## src/rtl/motor_ramp_ctrl_pkg.sv

```systemverilog
// motor_ramp_pkg: shared types and helpers for the motor ramp controller.
//   motor_state_e  - controller state encoding (3 bits)
//   DUTY_W_DEF     - default duty / PWM counter width
//   sat_add        - saturating add, clamps at an upper limit
//   sat_sub        - saturating subtract, clamps at zero
// The helpers work on SAT_W bits. SAT_W is wider than DUTY_W+1 for any
// practical duty width, so sums and differences never wrap.
package motor_ramp_pkg;

  typedef enum logic [2:0] {
    ST_IDLE      = 3'd0,
    ST_ARMED     = 3'd1,
    ST_CONFIRM   = 3'd2,
    ST_RAMP_UP   = 3'd3,
    ST_RUN       = 3'd4,
    ST_RAMP_DOWN = 3'd5,
    ST_LOCKOUT   = 3'd6
  } motor_state_e;

  localparam int DUTY_W_DEF = 8;
  localparam int SAT_W      = 32;

  function automatic logic [SAT_W-1:0] sat_add(input logic [SAT_W-1:0] a,
                                               input logic [SAT_W-1:0] step,
                                               input logic [SAT_W-1:0] limit);
    logic [SAT_W-1:0] sum;
    sum = a + step;
    if (sum > limit) begin
      return limit;
    end else begin
      return sum;
    end
  endfunction

  function automatic logic [SAT_W-1:0] sat_sub(input logic [SAT_W-1:0] a,
                                               input logic [SAT_W-1:0] step);
    if (a > step) begin
      return a - step;
    end else begin
      return {SAT_W{1'b0}};
    end
  endfunction

endpackage

```

## src/rtl/motor_ramp_ctrl_pwm_gen.sv

```systemverilog
// pwm_gen: free-running PWM counter and duty comparator.
// Ports:
//   clk    in   system clock
//   resetn in   synchronous active-low reset
//   duty   in   DUTY_W  duty value (registered upstream)
//   pwm    out  registered drive, high while counter < duty
// The period is 2^DUTY_W cycles; duty=0 keeps pwm constantly low.
module pwm_gen
  import motor_ramp_pkg::*;
#(
  parameter int DUTY_W = DUTY_W_DEF
) (
  input  logic              clk,
  input  logic              resetn,
  input  logic [DUTY_W-1:0] duty,
  output logic              pwm
);

  logic [DUTY_W-1:0] pwm_cnt_r;
  logic              pwm_r;

  // Free-running counter (natural wrap) and registered duty compare.
  always_ff @(posedge clk) begin
    if (!resetn) begin
      pwm_cnt_r <= '0;
      pwm_r     <= 1'b0;
    end else begin
      pwm_cnt_r <= pwm_cnt_r + DUTY_W'(1);
      pwm_r     <= (pwm_cnt_r < duty);
    end
  end

  assign pwm = pwm_r;

endmodule

```

## src/rtl/motor_ramp_ctrl.sv

```systemverilog
// motor_ramp_ctrl: turns the motor supervisor grant into a soft-started PWM
// drive. A start pulse arms the controller, the grant must then hold for
// CONFIRM_CYC cycles before the duty ramps up to DUTY_MAX. Losing the grant
// at any point after arming ends in LOCKOUT, which only reset clears.
// Ports:
//   clk     in   system clock
//   resetn  in   synchronous active-low reset
//   f       in   start pulse from supervisor FSM
//   g       in   motor-enable grant from supervisor FSM
//   pwm     out  motor drive (registered)
//   duty    out  DUTY_W current duty (registered)
//   running out  high while in RUN
//   lockout out  high while in LOCKOUT
// Build option MOTOR_RAMP_SOFTSTOP_EN: when defined, grant loss in RAMP_UP
// or RUN ramps the duty down before locking out. Otherwise the drive drops
// to zero duty and locks out at once.
module motor_ramp_ctrl
  import motor_ramp_pkg::*;
#(
  parameter int DUTY_W      = DUTY_W_DEF,
  parameter int DUTY_MAX    = 255,
  parameter int RAMP_STEP   = 4,
  parameter int RAMP_DIV    = 16,
  parameter int CONFIRM_CYC = 3
) (
  input  logic              clk,
  input  logic              resetn,
  input  logic              f,
  input  logic              g,
  output logic              pwm,
  output logic [DUTY_W-1:0] duty,
  output logic              running,
  output logic              lockout
);

  localparam int PRESC_W = (RAMP_DIV > 1) ? $clog2(RAMP_DIV) : 1;
  localparam int CONF_W  = (CONFIRM_CYC > 1) ? $clog2(CONFIRM_CYC + 1) : 1;

  motor_state_e       state_r;
  logic [DUTY_W-1:0]  duty_r;
  logic [PRESC_W-1:0] presc_r;
  logic [CONF_W-1:0]  conf_cnt_r;
  logic               running_r;
  logic               lockout_r;

  logic               tick_s;
  logic               last_conf_s;
  logic [SAT_W-1:0]   duty_up_s;

  assign tick_s      = (presc_r == PRESC_W'(RAMP_DIV - 1));
  assign last_conf_s = (conf_cnt_r == CONF_W'(CONFIRM_CYC - 1));
  assign duty_up_s   = sat_add(SAT_W'(duty_r), SAT_W'(RAMP_STEP), SAT_W'(DUTY_MAX));

`ifdef MOTOR_RAMP_SOFTSTOP_EN
  logic [SAT_W-1:0]   duty_dn_s;
  assign duty_dn_s = sat_sub(SAT_W'(duty_r), SAT_W'(RAMP_STEP));
`endif

  // Controller FSM with ramp prescaler, confirm counter and status decodes.
  // running/lockout are written alongside the transition into their state so
  // they are valid in the same cycle the state is entered.
  always_ff @(posedge clk) begin
    if (!resetn) begin
      state_r    <= ST_IDLE;
      duty_r     <= '0;
      presc_r    <= '0;
      conf_cnt_r <= '0;
      running_r  <= 1'b0;
      lockout_r  <= 1'b0;
    end else begin
      running_r <= 1'b0;
      lockout_r <= 1'b0;
      case (state_r)
        ST_IDLE: begin
          if (f) begin
            state_r <= ST_ARMED;
          end else begin
            state_r <= ST_IDLE;
          end
        end

        ST_ARMED: begin
          if (g) begin
            // The cycle that leaves ARMED already counts as the first
            // confirm cycle.
            conf_cnt_r <= CONF_W'(1);
            if (CONFIRM_CYC == 32'sd1) begin
              state_r <= ST_RAMP_UP;
              presc_r <= '0;
            end else begin
              state_r <= ST_CONFIRM;
            end
          end else begin
            state_r <= ST_ARMED;
          end
        end

        ST_CONFIRM: begin
          if (!g) begin
            state_r   <= ST_LOCKOUT;
            duty_r    <= '0;
            lockout_r <= 1'b1;
          end else if (last_conf_s) begin
            state_r <= ST_RAMP_UP;
            presc_r <= '0;
          end else begin
            conf_cnt_r <= conf_cnt_r + CONF_W'(1);
          end
        end

        ST_RAMP_UP: begin
          // Grant loss wins over a coincident ramp tick.
          if (!g) begin
`ifdef MOTOR_RAMP_SOFTSTOP_EN
            state_r <= ST_RAMP_DOWN;
            presc_r <= '0;
`else
            state_r   <= ST_LOCKOUT;
            duty_r    <= '0;
            lockout_r <= 1'b1;
`endif
          end else if (tick_s) begin
            duty_r  <= duty_up_s[DUTY_W-1:0];
            presc_r <= '0;
            if (duty_up_s == SAT_W'(DUTY_MAX)) begin
              state_r   <= ST_RUN;
              running_r <= 1'b1;
            end else begin
              state_r <= ST_RAMP_UP;
            end
          end else begin
            presc_r <= presc_r + PRESC_W'(1);
          end
        end

        ST_RUN: begin
          if (!g) begin
`ifdef MOTOR_RAMP_SOFTSTOP_EN
            state_r <= ST_RAMP_DOWN;
            presc_r <= '0;
            duty_r  <= DUTY_W'(DUTY_MAX);
`else
            state_r   <= ST_LOCKOUT;
            duty_r    <= '0;
            lockout_r <= 1'b1;
`endif
          end else begin
            state_r   <= ST_RUN;
            duty_r    <= DUTY_W'(DUTY_MAX);
            running_r <= 1'b1;
          end
        end

`ifdef MOTOR_RAMP_SOFTSTOP_EN
        ST_RAMP_DOWN: begin
          // The grant is deliberately ignored here: once stopping, always stop.
          if (duty_r == '0) begin
            state_r   <= ST_LOCKOUT;
            lockout_r <= 1'b1;
          end else if (tick_s) begin
            duty_r  <= duty_dn_s[DUTY_W-1:0];
            presc_r <= '0;
            if (duty_dn_s == '0) begin
              state_r   <= ST_LOCKOUT;
              lockout_r <= 1'b1;
            end else begin
              state_r <= ST_RAMP_DOWN;
            end
          end else begin
            presc_r <= presc_r + PRESC_W'(1);
          end
        end
`endif

        ST_LOCKOUT: begin
          state_r   <= ST_LOCKOUT;
          duty_r    <= '0;
          lockout_r <= 1'b1;
        end

        // Unreachable encodings fall into the safe absorbing state.
        default: begin
          state_r   <= ST_LOCKOUT;
          duty_r    <= '0;
          lockout_r <= 1'b1;
        end
      endcase
    end
  end

  pwm_gen #(
    .DUTY_W(DUTY_W)
  ) u_pwm_gen (
    .clk   (clk),
    .resetn(resetn),
    .duty  (duty_r),
    .pwm   (pwm)
  );

  assign duty    = duty_r;
  assign running = running_r;
  assign lockout = lockout_r;

endmodule

```

## config.mk

```make
export PLATFORM = sky130hd
export DESIGN_NAME = motor_ramp_ctrl
export DESIGN_NICKNAME = d
export VERILOG_FILES = /design/src/rtl/motor_ramp_ctrl_pkg.sv /design/src/rtl/motor_ramp_ctrl_pwm_gen.sv /design/src/rtl/motor_ramp_ctrl.sv
export SDC_FILE = /design/constraint.sdc
export NUM_CORES = 1
export LEC_CHECK = 0
export CORE_MARGIN = 1.5
export CORE_UTILIZATION = 60
export CTS_CLUSTER_SIZE = 12
export DETAILED_ROUTE_END_ITERATION = 10
export GPL_ROUTABILITY_DRIVEN = 0
export PLACE_DENSITY = 0.83
export SKIP_CTS_REPAIR_TIMING = 1
export SLEW_MARGIN = 40
export SYNTH_ARGS = -nofsm -noshare
export SYNTH_HDL_FRONTEND = slang
export SYNTH_SLANG_ARGS = --single-unit
export TNS_END_PERCENT = 50
```

## constraint.sdc

```tcl
create_clock -name clk -period 2.4 [get_ports clk]
set_input_delay 0.72 -clock clk [delete_from_list [all_inputs] [get_ports clk]]
set_output_delay 0.72 -clock clk [all_outputs]
set_load 0.05 [all_outputs]
```

Fig. 1: run 1, M1 wires
Drawn at 4 px/um.
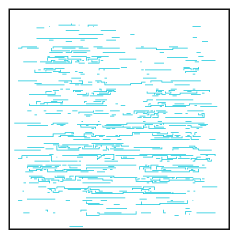
210 nets have wire on it. The layer carries 1410 um of wire.

Fig. 2: run 1, a small window of the routed layout
Window x 28 to 53, y 28 to 53 um. Cells in gray, sequential cells in the stronger gray; small squares are vias.
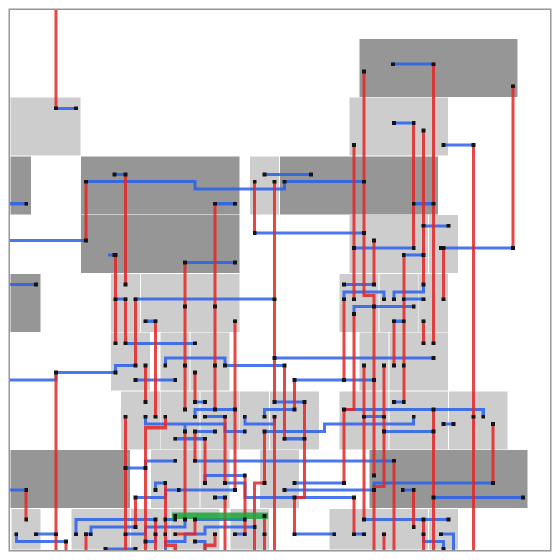
Green marks metal 3. Blue marks metal 1. Red marks metal 2.
Most frequent: nor2_1 (6), dfxtp_1 (6), nand3_1 (5). Sequential cells in the window: 6. 39 logic cells have their middle in the window. Netlist names of flops here include presc_r (3), conf_cnt_r (2).

==> impl_metrics.toml, run 1 <==
# synthesis and place-and-route metrics
[logic_synthesis]
syn_area_mm2 = 0.00160
aoi_share_pct = 19.1
most_common_cell = "dfxtp_1"
topCombFamilyByArea = "simple AND/OR/NAND/NOR gates"
synth_seq_share_pct = 35.1
yosys-mux-area-fraction_pct = 0.626
adder_share_pct = 9.40
yosysChipArea_mm2 = 0.00160
synth.distinct_cells = 41
async_flop_share_pct = 0

[layout]
fin_util_pct = 71.8
nFillCells = 199
buffer_area_share_pct = 10.7
seq_area_um2 = 561
comb_share_pct = 51.6
buffers = 20
area_growth_pct = 12.3
dominant_cells = "multi-input combinational cells"
layout_top_cells = "28 x dfxtp_1, 20 x nor2_1, 18 x o21ai_0"
layout-drive-gt1-share_pct = 7.58
mostFrequentLayoutCell = "dfxtp_1"
flop-count = 28
n_antenna_cell = 0
comb_area_um2 = 926
clkCellAreaFrac_pct = 2.02
instances_no_fill = 241
seq_area_share_pct = 31.2

[outcome]
status = "completed"

[die]
ios = 15
num_tap_cells = 30
die_w_um = 54.6
rows = 18
fp-utilization_pct = 63.9
design.core.area_mm2 = 0.00250
die_h_um = 54.6

[timing]
period_used_pct = 95.6
max_freq_ghz = 0.436
layout_setup_ws_ns = 0.105
setup_viol = 0
period_needed_ns = 2.29
finClkSkew_ns = 0.00123
tightest_slew_ns = 0.500
setup-tns-final_ns = 0
slew_viol_final = 0
whs_ns = 0.482
final_hold_viol_count = 0

[critical_path]
critPathBufInv = 1
crit_chain = "clkdlybuf4s50_1"
cp_max_fo = 4
crit_required_ns = 1.68
cp-end-kind = "output port"
worstSetupStartpointType = "register"
cp_slowest_cell = "clkdlybuf4s50_1"
crit_arrival_ns = 1.57
critPathMaxStageDelay_ns = 0.83

[route]
vias = 1400
wl_met3_um = 116
ant_nets = 0
highest_layer = "met4"
drt-met1-wl_um = 1410

[clock_tree]
clkLatencyLatePin_ns = 0.32
numClockSinks = 28
clk_pin_slew_worst_paths_ns = 0.14
h-tree-depth = 1
cts_max_path_buffers = 2
numCtsBuffers = 3

[grt]
use_met3_pct = 2.46
gr-usage-met2_pct = 44.8
first_global_vias = 1285
busiest_layer = "met2"

[placed_design]
dp.cells = 237
place_hpwl_um = 2440
portBuffers = 14
pre_cts_slack_ns = 0.0458
placed_area_mm2 = 0.00175

[pwr]
total_power_mw = 1.10
peakVddDrop_mv = 0.575
pwr-share-clk_pct = 20.3

[min_path]
min_path_type = "reg -> reg"
Fig. 3: run 1, selected gate families
Drawn at 4 px/um.
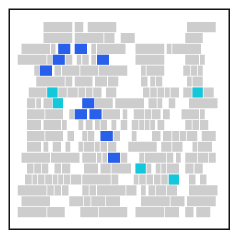
Blue marks xor and xnor cells, cells 10, most used xnor2_1. Cyan marks non-inverting ao/oa cells, cells 5, most used a21o_1.

Fig. 4: run 1, routing congestion map
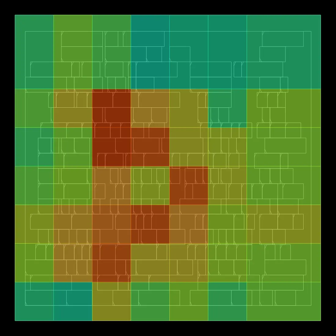
grt met1 use: 29.4%
GRT Overall Usage: 24.2%

run 1: power by group through the flow:
stage	Combinational, mW	Sequential, mW	Clock, mW
after floorplan	0.178	0.627	0
after global placement	0.324	0.558	0
after detailed placement	0.330	0.560	0
after CTS	0.333	0.550	0.233
after global routing	0.363	0.558	0.241
final	0.331	0.550	0.224
run 1: final timing paths:
check                           cells after the start        from  slack, ns         end
worst max register to register                      7     duty[2]       0.32     running
worst min-delay path                                2  presc_r[1]       0.48  presc_r[1]
worst min register to register                      2  presc_r[1]       0.48  presc_r[1]
worst max-delay path                                1     duty[6]       0.11     duty[6]
run 1: tightest hold or removal path: stages (launching register included):
cell	delay (ns)
dfxtp_1	0.35
nand2_1	0.06
a21oi_1	0.05
==> run 2: changes to the inputs <==
- CTS_BUF_LIST: not set -> sky130_fd_sc_hd__clkbuf_16
- clock period: 2.4 -> 2.8 ns (I/O delays scaled with it)
Fig. 5: run 2, M1 wires
Drawn at 4 px/um.
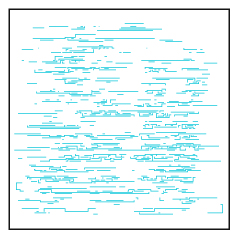
The layer carries 1450 um of wire. The layer holds 43% of the routed length. The wires run mostly horizontal. 208 nets have wire on it.

==> run 2 against run 1 <==
Against the previous run:
- final cell count shrank 1.2%
- highest routed layer unchanged
- critical path type unchanged
- worst setup slack gained 0.21 ns
- combinational power shrank 17%
- synthesized area is the same
- critical path depth is the same
- clock skew is essentially flat
==> impl_metrics.toml, run 2 <==
# synthesis and place-and-route metrics
[timing]
slew_viol_final = 0
period_needed_ns = 2.48
finClkSkew_ns = 0.00152
setup_viol = 0
layout_setup_ws_ns = 0.315
final_hold_viol_count = 0
tightest_slew_ns = 0.540
max_freq_ghz = 0.402
whs_ns = 0.457
setup-tns-final_ns = 0
period_used_pct = 88.7

[logic_synthesis]
synth.distinct_cells = 41
yosysTopAreaCellShare_pct = 35.1
yosysChipArea_mm2 = 0.00160
synthTopCellsByArea = "dfxtp_1 35%, ha_1 9.4%, o21ai_0 5.6%"
synth_seq_share_pct = 35.1
syn_area_mm2 = 0.00160
async_flop_share_pct = 0
most_common_cell = "dfxtp_1"
avgSynthCellArea_um2 = 8.15
largest_area_cell = "dfxtp_1"

[min_path]
min_path_type = "reg -> reg"
hold_start = "u_pwm_gen.pwm_cnt_r[0]"
min_path_cells = 1
min_to = "u_pwm_gen.pwm_cnt_r[0]"

[layout]
layout-drive-gt1-share_pct = 6.25
nFillCells = 189
n_antenna_cell = 0
layout_top_cells = "28 x dfxtp_1, 20 x nor2_1, 18 x o21ai_0"
buffer_area_share_pct = 8.87
buffers = 17
mostFrequentLayoutCell = "dfxtp_1"
seq_area_share_pct = 30.6
comb_area_um2 = 926
clkCellAreaFrac_pct = 5.73
area_growth_pct = 14.7
flop-count = 28
instances_no_fill = 238
comb_share_pct = 50.5
dominant_cells = "multi-input combinational cells"
seq_area_um2 = 561
fin_util_pct = 73.3

[pwr]
total_power_mw = 1.17
pwr-share-clk_pct = 35.5
peakVddDrop_mv = 0.464
maxPowerGroup = "sequential cells"
p_seq_mw = 0.480
p_int_mw = 0.821
pg_clk_mw = 0.416
powerComb_mw = 0.275

[critical_path]
reg2reg_slack_ns = 0.80
r2r_start = "duty[2]"
critPathBufInv = 1
critPathMaxStageDelay_ns = 0.90
crit_required_ns = 1.96
cp_max_fo = 8
cp_slowest_cell = "clkdlybuf4s50_1"
crit_start = "duty[4]"
worstSetupStartpointType = "register"
worst-path-stages = 1
reg2regPathDepth = 7
rr_endpoint = "running"
cp-endpoint = "duty[4]"
crit_arrival_ns = 1.64
cp-end-kind = "output port"
crit_chain = "clkdlybuf4s50_1"

[clock_tree]
h-tree-depth = 1
clk_pin_slew_worst_paths_ns = 0.06
numCtsBuffers = 3
numClockSinks = 28
clkLatencyLatePin_ns = 0.26
cts_max_path_buffers = 2

[placed_design]
portBuffers = 14
pre_cts_slack_ns = 0.358
place_hpwl_um = 2460
placed_area_mm2 = 0.00173

[route]
drc_errors = 0
ant_nets = 0
vias = 1408

[grt]
grt_usage_pct = 25.9
first_global_vias = 1292
grt_pass1_wl_um = 5620

[die]
num_tap_cells = 30
die_w_um = 54.6
ios = 15
design.core.area_mm2 = 0.00250
rows = 18
die_h_um = 54.6
fp-utilization_pct = 63.9

[outcome]
status = "completed"
Fig. 6: run 2, a small window of the routed layout
Window x 28 to 53, y 28 to 53 um. Cells in gray, sequential cells in the stronger gray; small squares are vias.
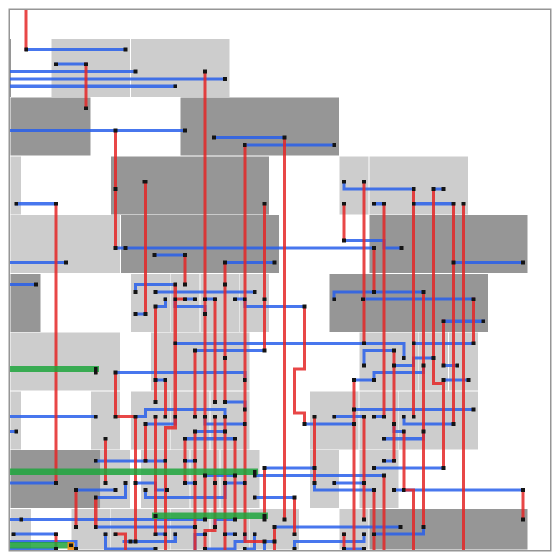
Orange marks metal 4. Blue marks metal 1. Green marks metal 3. Red marks metal 2.
42 logic cells have their middle in the window. Netlist names of flops here include presc_r (4), conf_cnt_r (2). Sequential cells in the window: 8. Most frequent: dfxtp_1 (8), nor2_1 (6), nand3_1 (4).

## run 2: cells by family after synthesis
family / after synthesis / share of synthesized area (%)
AND/OR/NAND/NOR: 75 / 23.3
XOR/XNOR: 10 / 5.48
AND-OR/OR-AND: 50 / 19.1
adder cells (fa/ha/maj): 12 / 9.40
flip-flops: 28 / 35.1
buffers and inverters: 20 / 6.97
multiplexers: 1 / 0.626
## run 2: layer usage
| layer | global-route usage [%] | up-vias | share of wire, % | wire [um] |
|---|---|---|---|---|
| met2 | 47.4 | 31 | 51 | 1690 |
| met1 | 30.2 | 654 | 43 | 1450 |
| li1 | - | 716 | - | - |
| met3 | 4.37 | 7 | 4.7 | 157 |
| met5 | 0 | - | 0 | 0 |
| met4 | 8.33 | 0 | 1.4 | 46 |
Power is estimated from default activity; no workload was simulated.
